$ cat src/rtl/max_row_ctrl.sv
// max_row_ctrl: row scheduler for the running-max stage of the attention
// score pipeline. Scores stream in and are issued to a single-stage `max`
// unit together with the previous running max of their row. The previous
// max is INT_MIN at the start of every row. Results from `max` are forwarded
// downstream with row/last tags, and a job covers num_rows rows of row_len
// scores each.
//
// Ports:
//   clk, rst           clock; asynchronous active-low reset
//   start              job start pulse (sampled in IDLE only)
//   row_len, num_rows  job geometry, latched on an accepted start
//   s_vld_in/s_rdy_out/s_in                  upstream score stream
//   mx_vld_in/mx_rdy_out/mx_s_in/mx_m_prev_in  issue side of `max`
//   mx_rdy_in/mx_vld_out/mx_m_out/mx_s_out     result side of `max`
//   out_vld/out_rdy/out_s/out_m/out_last/out_row  downstream stream
//   row_max            final max of the last completed row (held)
//   busy, done         job status (busy in RUN/DRAIN, done 1-cycle pulse)
//   state_dbg          current FSM state, for observation only
//
// Handshakes: every stream transfers a beat on a rising clk edge where its
// valid and ready are both high. A valid source keeps valid and data stable
// until that edge; ready may depend combinationally on the downstream ready.
module max_row_ctrl #(
  parameter int CNT_W  = 16,
  parameter int DATA_W = 16,
  parameter logic signed [DATA_W-1:0] INT_MIN = {1'b1, {(DATA_W-1){1'b0}}}
) (
  input  logic                     clk,
  input  logic                     rst,
  input  logic                     start,
  input  logic [CNT_W-1:0]         row_len,
  input  logic [CNT_W-1:0]         num_rows,
  input  logic                     s_vld_in,
  output logic                     s_rdy_out,
  input  logic signed [DATA_W-1:0] s_in,
  output logic                     mx_vld_in,
  output logic                     mx_rdy_in,
  input  logic                     mx_rdy_out,
  output logic signed [DATA_W-1:0] mx_s_in,
  output logic signed [DATA_W-1:0] mx_m_prev_in,
  input  logic                     mx_vld_out,
  input  logic signed [DATA_W-1:0] mx_m_out,
  input  logic signed [DATA_W-1:0] mx_s_out,
  output logic                     out_vld,
  input  logic                     out_rdy,
  output logic signed [DATA_W-1:0] out_s,
  output logic signed [DATA_W-1:0] out_m,
  output logic                     out_last,
  output logic [CNT_W-1:0]         out_row,
  output logic signed [DATA_W-1:0] row_max,
  output logic                     busy,
  output logic                     done,
  output logic [1:0]               state_dbg
);

  typedef enum logic [1:0] {
    IDLE  = 2'd0,
    RUN   = 2'd1,
    DRAIN = 2'd2,
    DONE  = 2'd3
  } state_t;

  state_t state_q, state_d;

  logic [CNT_W-1:0] len_q, rows_q;
  logic [CNT_W-1:0] i_col, i_row;
  logic             t_last;
  logic [CNT_W-1:0] t_row;
  logic signed [DATA_W-1:0] m_run;

  logic start_acc, issue, out_hs, col_last, last_issue;

  assign start_acc  = (state_q == IDLE) && start;
  assign s_rdy_out  = mx_rdy_out && (state_q == RUN);
  assign mx_vld_in  = s_vld_in && (state_q == RUN);
  assign issue      = s_vld_in && s_rdy_out;
  assign out_hs     = mx_vld_out && out_rdy;
  assign col_last   = (i_col == len_q - CNT_W'(1));
  assign last_issue = issue && col_last && (i_row == rows_q - CNT_W'(1));

  assign mx_s_in   = s_in;
  assign mx_rdy_in = out_rdy;

  // First column of a row always starts from INT_MIN. Otherwise the entry
  // still inside `max` belongs to the same row, so its result is the newest
  // max and is bypassed ahead of m_run.
  always_comb begin
    mx_m_prev_in = m_run;
    if (i_col == '0)     mx_m_prev_in = INT_MIN;
    else if (mx_vld_out) mx_m_prev_in = mx_m_out;
  end

  assign out_vld  = mx_vld_out;
  assign out_s    = mx_s_out;
  assign out_m    = mx_m_out;
  assign out_last = t_last;
  assign out_row  = t_row;

  assign busy      = (state_q == RUN) || (state_q == DRAIN);
  assign done      = (state_q == DONE);
  assign state_dbg = state_q;

  always_comb begin
    state_d = state_q;
    case (state_q)
      IDLE: begin
        if (start) state_d = (row_len == '0 || num_rows == '0) ? DONE : RUN;
      end
      RUN: begin
        if (last_issue) state_d = DRAIN;
      end
      DRAIN: begin
        // Only the final entry can be in flight here.
        if (out_hs) state_d = DONE;
      end
      DONE: state_d = IDLE;
      default: state_d = IDLE;
    endcase
  end

  always_ff @(posedge clk or negedge rst) begin
    if (!rst) begin
      state_q <= IDLE;
      len_q   <= '0;
      rows_q  <= '0;
      i_col   <= '0;
      i_row   <= '0;
      t_last  <= 1'b0;
      t_row   <= '0;
      m_run   <= INT_MIN;
      row_max <= '0;
    end else begin
      state_q <= state_d;
      if (start_acc) begin
        len_q  <= row_len;
        rows_q <= num_rows;
        i_col  <= '0;
        i_row  <= '0;
      end else if (issue) begin
        if (col_last) begin
          i_col <= '0;
          i_row <= i_row + CNT_W'(1);
        end else begin
          i_col <= i_col + CNT_W'(1);
        end
      end
      // Tags track the one entry held in `max`; they advance with issues.
      if (issue) begin
        t_last <= col_last;
        t_row  <= i_row;
      end
      if (out_hs) begin
        m_run <= mx_m_out;
        if (t_last) row_max <= mx_m_out;
      end
    end
  end

endmodule
$ cat config.mk
export PLATFORM = sky130hd
export DESIGN_NAME = max_row_ctrl
export DESIGN_NICKNAME = d
export VERILOG_FILES = /design/src/rtl/max_row_ctrl.sv
export SDC_FILE = /design/constraint.sdc
export NUM_CORES = 1
export LEC_CHECK = 0
export ABC_AREA = 1
export CAP_MARGIN = 10
export CORE_ASPECT_RATIO = 0.75
export CORE_MARGIN = 10
export CORE_UTILIZATION = 53
export CTS_BUF_LIST = sky130_fd_sc_hd__clkbuf_16
export CTS_CLUSTER_DIAMETER = 150
export CTS_CLUSTER_SIZE = 16
export DETAILED_ROUTE_END_ITERATION = 8
export PLACE_DENSITY = 0.87
export SYNTH_ARGS = -nofsm -noshare
export SYNTH_HDL_FRONTEND = slang
export SYNTH_SLANG_ARGS = --single-unit
$ cat constraint.sdc
create_clock -name clk -period 6.1 [get_ports clk]
set_input_delay 1.22 -clock clk [delete_from_list [all_inputs] [get_ports clk]]
set_output_delay 1.22 -clock clk [all_outputs]
set_load 0.01 [all_outputs]
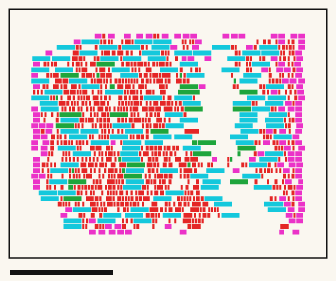
*Cells colored by class*
The bar under the picture is 50 µm long.
| color | class | cells | share of their area |
|---|---|---|---|
| red | remaining logic cells | 752 | 44% |
| green | clock drivers and dummy loads | 32 | 6.6% |
| cyan | registers | 115 | 34% |
| magenta | remaining buffers and delay cells | 131 | 15% |

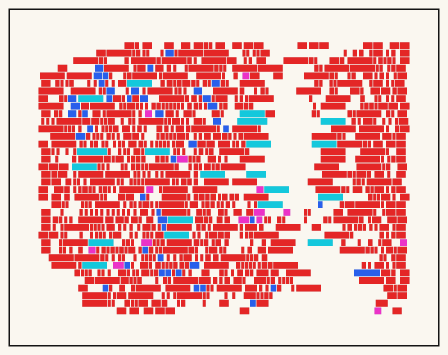
*Cells by drive strength*
| color | size | cells | most used |
|---|---|---|---|
| magenta | x3 and x4 | 14 | buf_4 |
| cyan | x6 and larger | 20 | clkbuf_16 |
| red | x1 and smaller | 951 | nand2_1 |
| blue | x2 | 45 | o21ai_2 |

==> qor.log <==
[outcome] status completed
[global_routing] number of antenna violations at the first check in global routing 0
[floorplan] Rows 36
[floorplan] area of the die 18460 µm²
[layout] number of filler cells placed in the layout 1084
[synth] nets in the synthesized netlist 1041
[route] Final ANT Viol Nets 0
[synth] total standard cell area after synthesis 7093 µm²
[floorplan] initial core utilization 0.5430
[final_timing] Final TNS setup 0 ps
[synth] total cell area reported by yosys after synthesis 7093 µm²
[synth] flops out of synthesis 115
[clock_tree] total number of H-tree levels 4
[layout] Reg area 2879 µm²
[route] average via count per standard cell 5.333
[global_routing] global-route wire length before repair 30930 µm
[layout] Multi-In Gates 658
[layout] fraction of standard cell area in multi-input logic 0.3864
[clock_tree] post-cts hold buffer count 0
[setup_path] delay of the slowest cell on the worst path 570 ps
[synth] mean instance size in the synthesized netlist 7.514 µm²
[place] # port buffers 127
[min_path] class of the worst hold path register to register
[floorplan] number of tap cells inserted 171
[clock_tree] CTS tree yes
[global_routing] GRT Resource Usage Total 0.2014
[clock_tree] maximum root-to-sink buffer count 2
[layout] layout cell share with drive strength beyond 1 0.07670
[global_routing] met3 usage in global routing 0.06482
[layout] Plain + repair buffers 131
[setup_path] Required @ worst endpoint 4880 ps
[layout] Non-Filler Cell Area, Final 8636 µm²
[layout] growth of design area from synthesis to finish 21.75%
[setup_path] Startpoint Class primary input
[final_timing] final setup violation count 0
[setup_path] worst-path fanout max 18
[layout] count of clock-net buffers in the final layout 17
[clock_tree] # resized after CTS 0
[final_timing] setup repair after global routing missed its margin false
[place] GP Congestion 0.9201
[power_and_ir_drop] ratio of total power to cell area 454.7 nW/µm²
[clock_tree] setup fix buffers added after clock tree synthesis 0
[final_timing] worst hold margin 482.2 ps
[synth] yosys cell count 944
[layout] Net count, final 1114
[synth] post-synthesis cell count 944
[layout] inverter count 94
[synth] main area contributors after synthesis sky130_fd_sc_hd__dfrtp_1, sky130_fd_sc_hd__nand2_1, sky130_fd_sc_hd__o21ai_0, sky130_fd_sc_hd__buf_4, sky130_fd_sc_hd__inv_1
[clock_tree] insertion delay to the later sink of the worst-skew pair 410 ps
[power_and_ir_drop] Leak Pwr 3.969 nW
[final_timing] share of the clock period used by the worst path after layout 0.7197
[final_timing] relative slew slack 0.3153
[synth] fraction of the yosys area taken by sequential cells 0.4059
[clock_tree] number of clock buffers inserted by TritonCTS 17
[min_path] sink of the worst hold path out_row[3]
[layout] non-clock buffering overhead in the final layout 0.1504
[global_routing] largest net degree at the start of global routing 59
[setup_path] worst path bufs/invs 4
[power_and_ir_drop] Power, Total 3.927 mW
[global_routing] vias in the first global route 6182
[setup_path] Top delay family on crit path buffers and inverters
[layout] layout sequential cell count 115
[clock_tree] clock-pin slew of the registers on the worst-case setup and hold paths 50 ps
[route] drc violations 0
[setup_path] sequence of cells on the critical path clkdlybuf4s50_1 -> buf_4 -> clkinv_1 -> o211ai_1 -> clkdlybuf4s50_1
[synth] share of the synthesized area in the top cell type 0.4022
[global_routing] met1 GRT Util 0.2686
[setup_path] most numerous cell on the critical path sky130_fd_sc_hd__clkdlybuf4s50_1
[setup_path] critical register-to-register path endpoint i_row[0]
[synth] Synth warnings 0
[setup_path] worst reg2reg startpoint state_dbg[1]
[synth] Synth cell types 41
[flow_run] Maximum Capacitance Violations 0
[floorplan] Horiz. Die Dim 153.6 µm
[global_routing] fraction of met2 tracks used by global routing 0.3119
[layout] share of final layout cell area taken by clock buffers and inverters 0.06389
[global_routing] most used routing layer in global routing met2
[clock_tree] root cell of the clock tree sky130_fd_sc_hd__clkbuf_16
[place] Placed Area 8084 µm²
[flow_run] tool warning count 31
[route] Initial DRC Count 500
[route] detail-routed net length per standard cell 15.47 µm
[setup_path] type of destination of the critical path output port
[min_path] Worst Hold Depth 2
[setup_path] cell type of the slowest stage on the worst timing path sky130_fd_sc_hd__clkdlybuf4s50_1
[layout] cell class with the largest area share multi-input combinational cells
[synth] Synth area leader sky130_fd_sc_hd__dfrtp_1
[layout] Seq/total area 0.3334
[global_routing] total congestion overflow 0
[min_path] hold path start out_row[3]
[final_timing] worst clock skew 6.439 ps
[floorplan] Core Region 13060 µm²
[floorplan] number of placed I/O pins 192
[layout] logic area 3337 µm²
[setup_path] crit path DAT 3170 ps
[route] drt first pass iters 5
[layout] most instantiated logic cell after routing sky130_fd_sc_hd__nand2_1
[floorplan] chip height 120.2 µm
[layout] most numerous logic cells after layout sky130_fd_sc_hd__nand2_1, sky130_fd_sc_hd__clkdlybuf4s50_1, sky130_fd_sc_hd__dfrtp_1, sky130_fd_sc_hd__inv_1, sky130_fd_sc_hd__o21ai_0
[place] placed wire-length estimate 13860 µm
[setup_path] setup slack, reg-to-reg 3220 ps
[setup_path] R2R depth 11
[clock_tree] number of sinks driven by the clock tree 115
[final_timing] clock period minus worst slack 4390 ps
[final_timing] Final Hold Vio Count 0
[final_timing] Slew @ Worst Pin 1025 ps
[final_timing] final tally of max-slew violations 0
[layout] count of inserted antenna diode cells 0
[power_and_ir_drop] largest vdd supply drop 252.2 µV
[final_timing] Fmax 227.8 MHz
[setup_path] type of the worst setup path primary input to output port
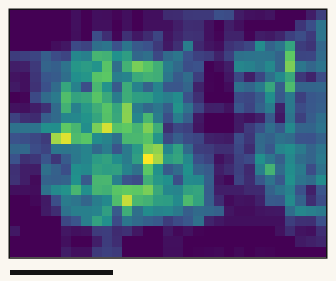
*Wire density map*
The bar under the picture is 50 µm long. The die is cut into 31 by 24 equal tiles; dark purple is low, yellow is high, scaled to the fullest tile. Values are wire area over tile area, all layers added.
tiles over half the peak: 15%
fullest tile: 0.62
emptiest ninth of the die: lower right
total detailed-routing wirelength: 18580 µm
routed vias: 6405

-- synthesized netlist by cell type --
master and instances:
sky130_fd_sc_hd__nand2_1 280, sky130_fd_sc_hd__dfrtp_1 114, sky130_fd_sc_hd__inv_1 91, sky130_fd_sc_hd__o21ai_0 77, sky130_fd_sc_hd__nor2_1 74, sky130_fd_sc_hd__buf_4 50, sky130_fd_sc_hd__nand3_1 45, sky130_fd_sc_hd__xor2_1 32
sky130_fd_sc_hd__clkbuf_1 20, sky130_fd_sc_hd__a21oi_1 17, sky130_fd_sc_hd__xnor2_1 17, sky130_fd_sc_hd__o21ai_2 14, sky130_fd_sc_hd__nor4_1 13, sky130_fd_sc_hd__nand4_1 12, sky130_fd_sc_hd__ha_1 10, sky130_fd_sc_hd__nand3b_1 10
sky130_fd_sc_hd__nand2_2 8, sky130_fd_sc_hd__nor3_1 8, sky130_fd_sc_hd__o22ai_1 8, sky130_fd_sc_hd__nor2_2 7, sky130_fd_sc_hd__or2_2 5, sky130_fd_sc_hd__nand3_2 4, sky130_fd_sc_hd__nor2_4 4, sky130_fd_sc_hd__o21ai_1 4
sky130_fd_sc_hd__buf_1 2, sky130_fd_sc_hd__buf_12 2, sky130_fd_sc_hd__clkinv_1 2, sky130_fd_sc_hd__a31oi_1 1, sky130_fd_sc_hd__buf_2 1, sky130_fd_sc_hd__buf_6 1, sky130_fd_sc_hd__clkbuf_4 1, sky130_fd_sc_hd__dfstp_2 1
sky130_fd_sc_hd__inv_4 1, sky130_fd_sc_hd__nand2_4 1, sky130_fd_sc_hd__nor2_8 1, sky130_fd_sc_hd__nor3_2 1, sky130_fd_sc_hd__nor3b_1 1, sky130_fd_sc_hd__o211ai_1 1, sky130_fd_sc_hd__o21bai_1 1, sky130_fd_sc_hd__o31ai_1 1
sky130_fd_sc_hd__or2_0 1
-- cells by family after synthesis --
group           synth area share
flops                     0.4059
simple gates              0.2948
xor+xnor                 0.06050
buf+inv                   0.1237
compound gates           0.09755
fa+ha+maj                0.01764
-- per-stage QoR --
step | cells | worst slack (ps) | utilization
6_report | 1201 | 1710 | 0.6611
5_1_grt | 1201 | 1545 | 0.6611
4_1_cts | 1201 | 1697 | 0.6611
3_5_place_dp | 1169 | 1701 | 0.6189
3_3_place_gp | 1169 | 1760 | 0.6189
2_1_floorplan | 944 | 2729 | -
-- worst max-delay path by stage --
stage                     slack [ps]       start               end  cells past startpoint
after global routing            1540  mx_vld_out  mx_m_prev_in[15]                      5
after floorplan                 2730  mx_vld_out  mx_m_prev_in[15]                      4
after CTS                       1700  mx_vld_out  mx_m_prev_in[15]                      5
after global placement          1760  mx_vld_out  mx_m_prev_in[15]                      5
final                           1710  mx_vld_out  mx_m_prev_in[15]                      5
after detailed placement        1700  mx_vld_out  mx_m_prev_in[15]                      5
-- where the power goes --
part           leakage, nW  switching [mW]  internal, mW
combinational         2.21            1.00         0.745
sequential            1.48           0.253         0.998
clock                0.277           0.344         0.588
total                 3.97            1.60          2.33
-- metal layers --
layer	vias to the layer above	share of wire
met4	0	0.0089
li1	3124	-
met5	-	0
met2	284	0.45
met3	20	0.085
met1	2977	0.46
Power and IR drop assume default switching activity.
